Fig. 1: congestion heat map
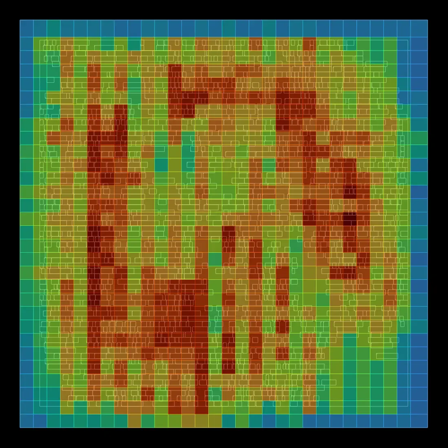
Fig. 2: signal metal coverage by tile
The die is cut into 21 by 21 equal tiles; white is low, dark blue is high, scaled to the fullest tile. Values are wire area over tile area, all layers added.
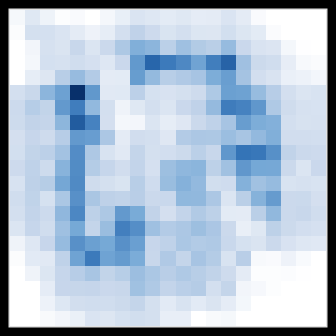
Fig. 3: routed metal, one colour a layer
Bar = 50 µm. Only two layers are drawn.
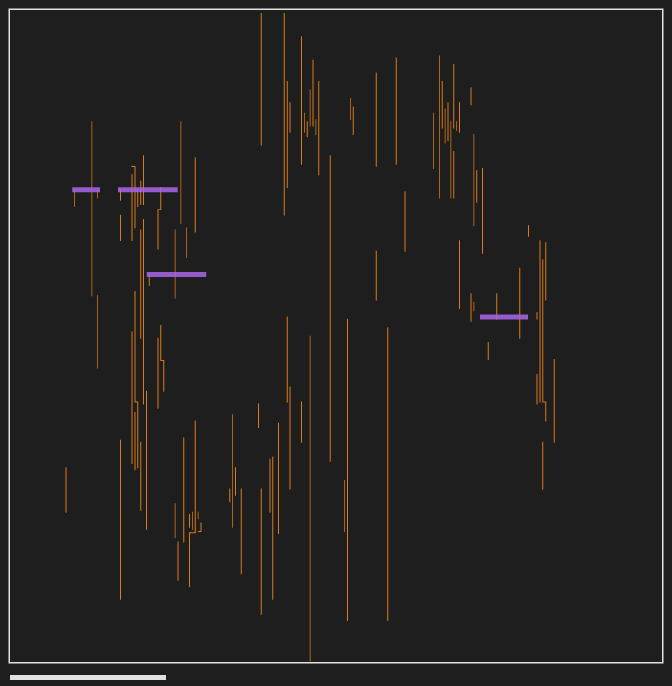
[src/rtl/cdb_arbiter_pkg.sv]
// Shared types and default sizing for the CDB arbiter and its result FIFOs.
package cdb_arbiter_pkg;

  localparam int XLEN           = 32;
  localparam int ROB_ID_W       = 5;
  localparam int EX_UNITS       = 4;
  localparam int N_CDB          = 2;
  localparam int CDB_FIFO_DEPTH = 2;

  // One broadcast slot as seen by the ROB and reservation stations.
  typedef struct packed {
    logic                valid;
    logic [ROB_ID_W-1:0] rob_id;
    logic [XLEN-1:0]     rd_data;
  } cdb_t;

  // Index width that stays at least 1 bit for single-entry ranges.
  function automatic int idx_w(input int n);
    return (n > 1) ? $clog2(n) : 1;
  endfunction

endpackage

[src/rtl/cdb_arbiter_if.sv]
// Execution-unit result buses in, CDB broadcast slots out.
interface cdb_arbiter_if #(
  parameter int N_EXEC   = cdb_arbiter_pkg::EX_UNITS,
  parameter int N_CDB    = cdb_arbiter_pkg::N_CDB,
  parameter int ROB_ID_W = cdb_arbiter_pkg::ROB_ID_W,
  parameter int SRC_W    = cdb_arbiter_pkg::idx_w(N_EXEC)
);
  import cdb_arbiter_pkg::*;

  logic [N_EXEC-1:0]                ex_valid;
  logic [N_EXEC-1:0][ROB_ID_W-1:0]  ex_rob_id;
  logic [N_EXEC-1:0][XLEN-1:0]      ex_data;
  logic [N_EXEC-1:0]                ex_stall;

  logic [N_CDB-1:0]                 cdb_valid;
  logic [N_CDB-1:0][ROB_ID_W-1:0]   cdb_rob_id;
  logic [N_CDB-1:0][XLEN-1:0]       cdb_data;
  logic [N_CDB-1:0][SRC_W-1:0]      cdb_src;
  cdb_t [N_CDB-1:0]                 cdb;

  // Execution side: produces results, observes stall and the bus.
  modport master (
    output ex_valid, ex_rob_id, ex_data,
    input  ex_stall, cdb_valid, cdb_rob_id, cdb_data, cdb_src, cdb
  );

  // Arbiter side.
  modport slave (
    input  ex_valid, ex_rob_id, ex_data,
    output ex_stall, cdb_valid, cdb_rob_id, cdb_data, cdb_src, cdb
  );

endinterface

[src/rtl/cdb_arbiter_result_fifo.sv]
// Single-push/single-pop result FIFO with synchronous clear.
module result_fifo #(
  parameter int DEPTH = 2,
  parameter int W     = 37
) (
  input  logic         clk,
  input  logic         rst,
  input  logic         clr,
  input  logic         push,
  input  logic         pop,
  input  logic [W-1:0] din,
  output logic [W-1:0] dout,
  output logic         empty,
  output logic         full
);
  localparam int PW = $clog2(DEPTH);

  logic [DEPTH-1:0][W-1:0] r_mem;
  logic [PW-1:0]           r_head;
  logic [PW-1:0]           r_tail;
  logic [PW:0]             r_count;
  logic                    w_push;
  logic                    w_pop;

  assign empty  = (r_count == '0);
  assign full   = (r_count == (PW+1)'(DEPTH));
  assign w_push = push & ~full;
  assign w_pop  = pop & ~empty;
  assign dout   = r_mem[r_head];

  // Storage is data-only; validity lives in r_count so it needs no reset.
  always_ff @(posedge clk) begin
    if (w_push && !rst && !clr) r_mem[r_tail] <= din;
  end

  // Pointers wrap naturally; a concurrent push and pop leaves the count alone.
  always_ff @(posedge clk) begin
    if (rst || clr) begin
      r_head  <= '0;
      r_tail  <= '0;
      r_count <= '0;
    end else begin
      if (w_push) r_tail <= r_tail + 1'b1;
      if (w_pop)  r_head <= r_head + 1'b1;
      case ({w_push, w_pop})
        2'b10:   r_count <= r_count + 1'b1;
        2'b01:   r_count <= r_count - 1'b1;
        default: r_count <= r_count;
      endcase
    end
  end

endmodule

[src/rtl/cdb_arbiter.sv]
// Buffers per-unit results and broadcasts up to N_CDB of them per cycle,
// round-robin across units starting at r_rr.
module cdb_arbiter #(
  parameter int N_EXEC     = cdb_arbiter_pkg::EX_UNITS,
  parameter int N_CDB      = cdb_arbiter_pkg::N_CDB,
  parameter int FIFO_DEPTH = cdb_arbiter_pkg::CDB_FIFO_DEPTH,
  parameter int ROB_ID_W   = cdb_arbiter_pkg::ROB_ID_W,
  parameter int SRC_W      = cdb_arbiter_pkg::idx_w(N_EXEC)
) (
  input  logic         clk,
  input  logic         rst,
  input  logic         flush,
  cdb_arbiter_if.slave bus
);
  import cdb_arbiter_pkg::*;

  localparam int ENT_W = ROB_ID_W + XLEN;

  logic                           w_kill;
  logic [N_EXEC-1:0]              w_push;
  logic [N_EXEC-1:0]              w_pop;
  logic [N_EXEC-1:0]              w_empty;
  logic [N_EXEC-1:0]              w_full;
  logic [N_EXEC-1:0][ENT_W-1:0]   w_din;
  logic [N_EXEC-1:0][ENT_W-1:0]   w_head;
  logic [SRC_W-1:0]               r_rr;
  logic [SRC_W-1:0]               w_last;
  logic                           w_any;
  logic [N_CDB-1:0]               w_slot_vld;
  logic [N_CDB-1:0][SRC_W-1:0]    w_slot_src;

  // Flush and reset both kill the bus and drop pushes in the same cycle.
  assign w_kill = rst | flush;

  // Stall follows the registered count only, so no arbitration-to-stall path.
  assign bus.ex_stall = w_full & {N_EXEC{~rst}};

  for (genvar g = 0; g < N_EXEC; g++) begin : g_unit
    assign w_din[g]  = {bus.ex_rob_id[g], bus.ex_data[g]};
    assign w_push[g] = bus.ex_valid[g] & ~w_full[g] & ~w_kill;

    result_fifo #(
      .DEPTH (FIFO_DEPTH),
      .W     (ENT_W)
    ) u_fifo (
      .clk   (clk),
      .rst   (rst),
      .clr   (flush),
      .push  (w_push[g]),
      .pop   (w_pop[g]),
      .din   (w_din[g]),
      .dout  (w_head[g]),
      .empty (w_empty[g]),
      .full  (w_full[g])
    );
  end

  // Rotating scan from r_rr; the k-th non-empty unit found lands in slot k.
  always_comb begin
    int               n_grant;
    int               idx;
    logic [SRC_W-1:0] u;
    w_pop      = '0;
    w_slot_vld = '0;
    w_slot_src = '0;
    w_any      = 1'b0;
    w_last     = r_rr;
    n_grant    = 0;
    idx        = 0;
    u          = '0;
    for (int j = 0; j < N_EXEC; j++) begin
      idx = int'(r_rr) + j;
      if (idx >= N_EXEC) idx = idx - N_EXEC;
      u = SRC_W'(idx);
      if (!w_kill && !w_empty[u] && n_grant < N_CDB) begin
        w_pop[u] = 1'b1;
        for (int k = 0; k < N_CDB; k++) begin
          if (n_grant == k) begin
            w_slot_vld[k] = 1'b1;
            w_slot_src[k] = u;
          end
        end
        w_last  = u;
        w_any   = 1'b1;
        n_grant = n_grant + 1;
      end
    end
  end

  // Heads go straight to the bus; idle slots are held at zero.
  always_comb begin
    bus.cdb_valid  = '0;
    bus.cdb_rob_id = '0;
    bus.cdb_data   = '0;
    bus.cdb_src    = '0;
    bus.cdb        = '0;
    for (int k = 0; k < N_CDB; k++) begin
      if (w_slot_vld[k]) begin
        bus.cdb_valid[k]      = 1'b1;
        bus.cdb_rob_id[k]     = w_head[w_slot_src[k]][XLEN +: ROB_ID_W];
        bus.cdb_data[k]       = w_head[w_slot_src[k]][XLEN-1:0];
        bus.cdb_src[k]        = w_slot_src[k];
        bus.cdb[k].valid      = 1'b1;
        bus.cdb[k].rob_id     = w_head[w_slot_src[k]][XLEN +: ROB_ID_W];
        bus.cdb[k].rd_data    = w_head[w_slot_src[k]][XLEN-1:0];
      end
    end
  end

  // Next scan starts just past the last unit granted; holds when idle.
  always_ff @(posedge clk) begin
    if (w_kill)
      r_rr <= '0;
    else if (w_any)
      r_rr <= (w_last == SRC_W'(N_EXEC-1)) ? '0 : w_last + 1'b1;
  end

endmodule

[src/flat_wrapper.sv]
// flat-port wrapper written by rule: the top's interface ports become plain ports
module cdb_arbiter_flat import cdb_arbiter_pkg::*;
#(
  parameter int N_EXEC     = cdb_arbiter_pkg::EX_UNITS,
  parameter int N_CDB      = cdb_arbiter_pkg::N_CDB,
  parameter int FIFO_DEPTH = cdb_arbiter_pkg::CDB_FIFO_DEPTH,
  parameter int ROB_ID_W   = cdb_arbiter_pkg::ROB_ID_W,
  parameter int SRC_W      = cdb_arbiter_pkg::idx_w(N_EXEC)
)
  (clk, rst, flush, bus_ex_valid, bus_ex_rob_id, bus_ex_data, bus_ex_stall, bus_cdb_valid, bus_cdb_rob_id, bus_cdb_data, bus_cdb_src, bus_cdb);
  cdb_arbiter_if #(.N_EXEC(N_EXEC), .N_CDB(N_CDB), .ROB_ID_W(ROB_ID_W), .SRC_W(SRC_W)) bus_i ();
  input  logic clk;
  input  logic rst;
  input  logic flush;
  input wire logic [$bits(bus_i.ex_valid)-1:0] bus_ex_valid;
  input wire logic [$bits(bus_i.ex_rob_id)-1:0] bus_ex_rob_id;
  input wire logic [$bits(bus_i.ex_data)-1:0] bus_ex_data;
  output wire logic [$bits(bus_i.ex_stall)-1:0] bus_ex_stall;
  output wire logic [$bits(bus_i.cdb_valid)-1:0] bus_cdb_valid;
  output wire logic [$bits(bus_i.cdb_rob_id)-1:0] bus_cdb_rob_id;
  output wire logic [$bits(bus_i.cdb_data)-1:0] bus_cdb_data;
  output wire logic [$bits(bus_i.cdb_src)-1:0] bus_cdb_src;
  output wire logic [$bits(bus_i.cdb)-1:0] bus_cdb;
  assign bus_i.ex_valid = bus_ex_valid;
  assign bus_i.ex_rob_id = bus_ex_rob_id;
  assign bus_i.ex_data = bus_ex_data;
  assign bus_ex_stall = bus_i.ex_stall;
  assign bus_cdb_valid = bus_i.cdb_valid;
  assign bus_cdb_rob_id = bus_i.cdb_rob_id;
  assign bus_cdb_data = bus_i.cdb_data;
  assign bus_cdb_src = bus_i.cdb_src;
  assign bus_cdb = bus_i.cdb;
  cdb_arbiter #(.N_EXEC(N_EXEC), .N_CDB(N_CDB), .FIFO_DEPTH(FIFO_DEPTH), .ROB_ID_W(ROB_ID_W), .SRC_W(SRC_W)) u_core (.clk(clk), .rst(rst), .flush(flush), .bus(bus_i));
endmodule
[config.mk]
export PLATFORM = sky130hd
export DESIGN_NAME = cdb_arbiter_flat
export DESIGN_NICKNAME = d
export VERILOG_FILES = /design/src/rtl/cdb_arbiter_pkg.sv /design/src/rtl/cdb_arbiter_if.sv /design/src/rtl/cdb_arbiter_result_fifo.sv /design/src/rtl/cdb_arbiter.sv /design/src/flat_wrapper.sv
export SDC_FILE = /design/constraint.sdc
export NUM_CORES = 1
export LEC_CHECK = 0
export CORE_MARGIN = 10
export CORE_UTILIZATION = 47
export CTS_BUF_LIST = sky130_fd_sc_hd__clkbuf_4 sky130_fd_sc_hd__clkbuf_8
export CTS_CLUSTER_DIAMETER = 80
export DETAILED_ROUTE_END_ITERATION = 7
export PLACE_DENSITY = 0.75
export SLEW_MARGIN = 20
export SYNTH_ARGS = -nofsm -noshare
export SYNTH_HDL_FRONTEND = slang
export SYNTH_SLANG_ARGS = --single-unit
[constraint.sdc]
create_clock -name clk -period 4.4 [get_ports clk]
set_input_delay 0.66 -clock clk [delete_from_list [all_inputs] [get_ports clk]]
set_output_delay 0.66 -clock clk [all_outputs]
set_load 0.01 [all_outputs]
==> out/notes.md <==
## Outcome
• failing checks: negative setup slack
• result of the run: finished with violations

## STA
• clock skew: 0.0195 ns
• minimum clock period: 4.58 ns
• transition time of the tightest slew-check pin: 1.04 ns
• Relative slew margins: 30.5%
• Hold WS: 0.498 ns
• timing-limited maximum frequency: 218 MHz
• total of endpoints with negative setup slack in the final report: 119
• slack of the critical path: -0.177 ns
• post-layout period usage of the worst path: 104%

## Synthesis
• count of warnings emitted by yosys: 0
• post-synthesis cell count: 1364
• share of synthesized area occupied by flip-flops and latches: 55.2%
• synthesized flop and latch total: 314
• Post-Synthesis Cell Area: 16800 µm²

## Floorplan
• row cnt: 69
• number of top-level pins: 315
• Core Util at FP: 47.4%
• Die Span Y: 209 µm
• chip width: 209 µm

## Pwr
• fraction of power consumed by sequential logic: 44.9%
• Design Power: 7.44 mW
• clock group share of total power: 34.1%
• power per unit of standard cell area: 317 nW/µm²
• Internal: 5.41 mW

## Final layout
• multi-input combinational cell count: 826
• count of inverters other than clock inverters in the layout: 15
• fill cell total of the finished layout: 2570
• Sequential cell area: 9260 µm²
• sequential cell count: 314
• Clock buffers and inverters, area share: 4.31%

## Setup path
• cell with the largest stage delay on the worst path: sky130_fd_sc_hd__dfxtp_4
• crit-path leading delay family: buffers and inverters
• Worst path depth: 15
• required time worst endpoint: 3.74 ns
• setup slack of the most critical reg-to-reg path: 0.91 ns
• CP max stage delay: 0.39 ns
• Setup crit end: bus_cdb[20]

## Detailed routing
• average via count per standard cell: 6.38
• highest metal layer with signal wires: met5
• total length of routed wires: 60300 µm

## Worst hold path
• end of the worst hold path: u_core.g_unit[0].u_fifo.r_head$_SDFFE_PP0P_
• kind of path behind the tightest hold check: register to register

## Placement
• final weighted congestion of routability-driven global placement: 0.929
• cell area after placement: 21400 µm²

## Run
• maximum capacitance violations: 0

## Global routing
• largest net degree at the start of global routing: 47
• number of antenna violations at the first check in global routing: 10

## CTS
• CTS H-Tree Depth: 2

About Fig. 1:
grt met3 use: 6.10%
layer with the highest usage: met2
Total Routing Usage GR: 25.4%

About Fig. 2:
12% of the tiles are over half the peak. 10% of the tiles are nearly empty. The mean over all tiles is 0.24.

About Fig. 3:
metal 5: marked purple, wire length 56.1 µm. metal 4: marked orange, wire length 2380 µm.

## kinds of logic after synthesis
logic type | synth area share (%)
multiplexers | 10.9
AND-OR/OR-AND | 14.0
buffers and inverters | 7.44
adder cells (fa/ha/maj) | 0.970
AND/OR/NAND/NOR | 10.8
flip-flops | 55.2
XOR/XNOR | 0.679
## what timing repair did
| action | CTS | global route |
|---|---|---|
| setup buffers | 21 | 24 |
| hold buffers | 0 | 0 |
| pin swaps | 54 | 34 |
| setup endpoints to repair | 154 | 152 |
| gates cloned | 6 | 8 |
| gates resized | 486 | 238 |
## power by group through the flow
stage | Combinational (mW) | Sequential (mW) | Clock, mW
floorplan | 0.765 | 3.41 | 0
finish | 1.56 | 3.34 | 2.54
global route | 1.65 | 3.35 | 2.72
detailed placement | 1.52 | 3.41 | 0
global placement | 1.51 | 3.40 | 0
CTS | 1.50 | 3.34 | 2.58
## through the flow
stage	instances	setup WS [ns]	setup TNS [ns]	utilization (%)
floorplan	1364	-0.0180	-0.0539	-
global placement	2091	-0.651	-77.23	60.5
detailed placement	2091	-0.698	-84.99	60.5
CTS	2212	-0.179	-14.72	64.8
global route	2238	-0.337	-28.20	66.2
finish	2241	-0.177	-7.74	66.2
## registers in the layout (all words and copies together) (netlist names)
register	cells
u_core.r_rr	2
u_core.g_unit.u_fifo.r_tail	4
u_core.g_unit.u_fifo.r_mem	296
u_core.g_unit.u_fifo.r_count	8
u_core.g_unit.u_fifo.r_head	4
## layout by cell type (no fill, tap or decap), drive strengths merged, types with 38 or more instances in the layout
cell	n
o311ai	38
nor3	122
o22ai	38
o31ai	38
clkbuf	91
or2	43
clkdlybuf4s50	165
or4	74
edfxtp	296
o221ai	38
nor2	42
mux2	148
buf	310
a21oi	86
o32ai	38
No activity file was given, so power comes from the tool's default toggle rates.
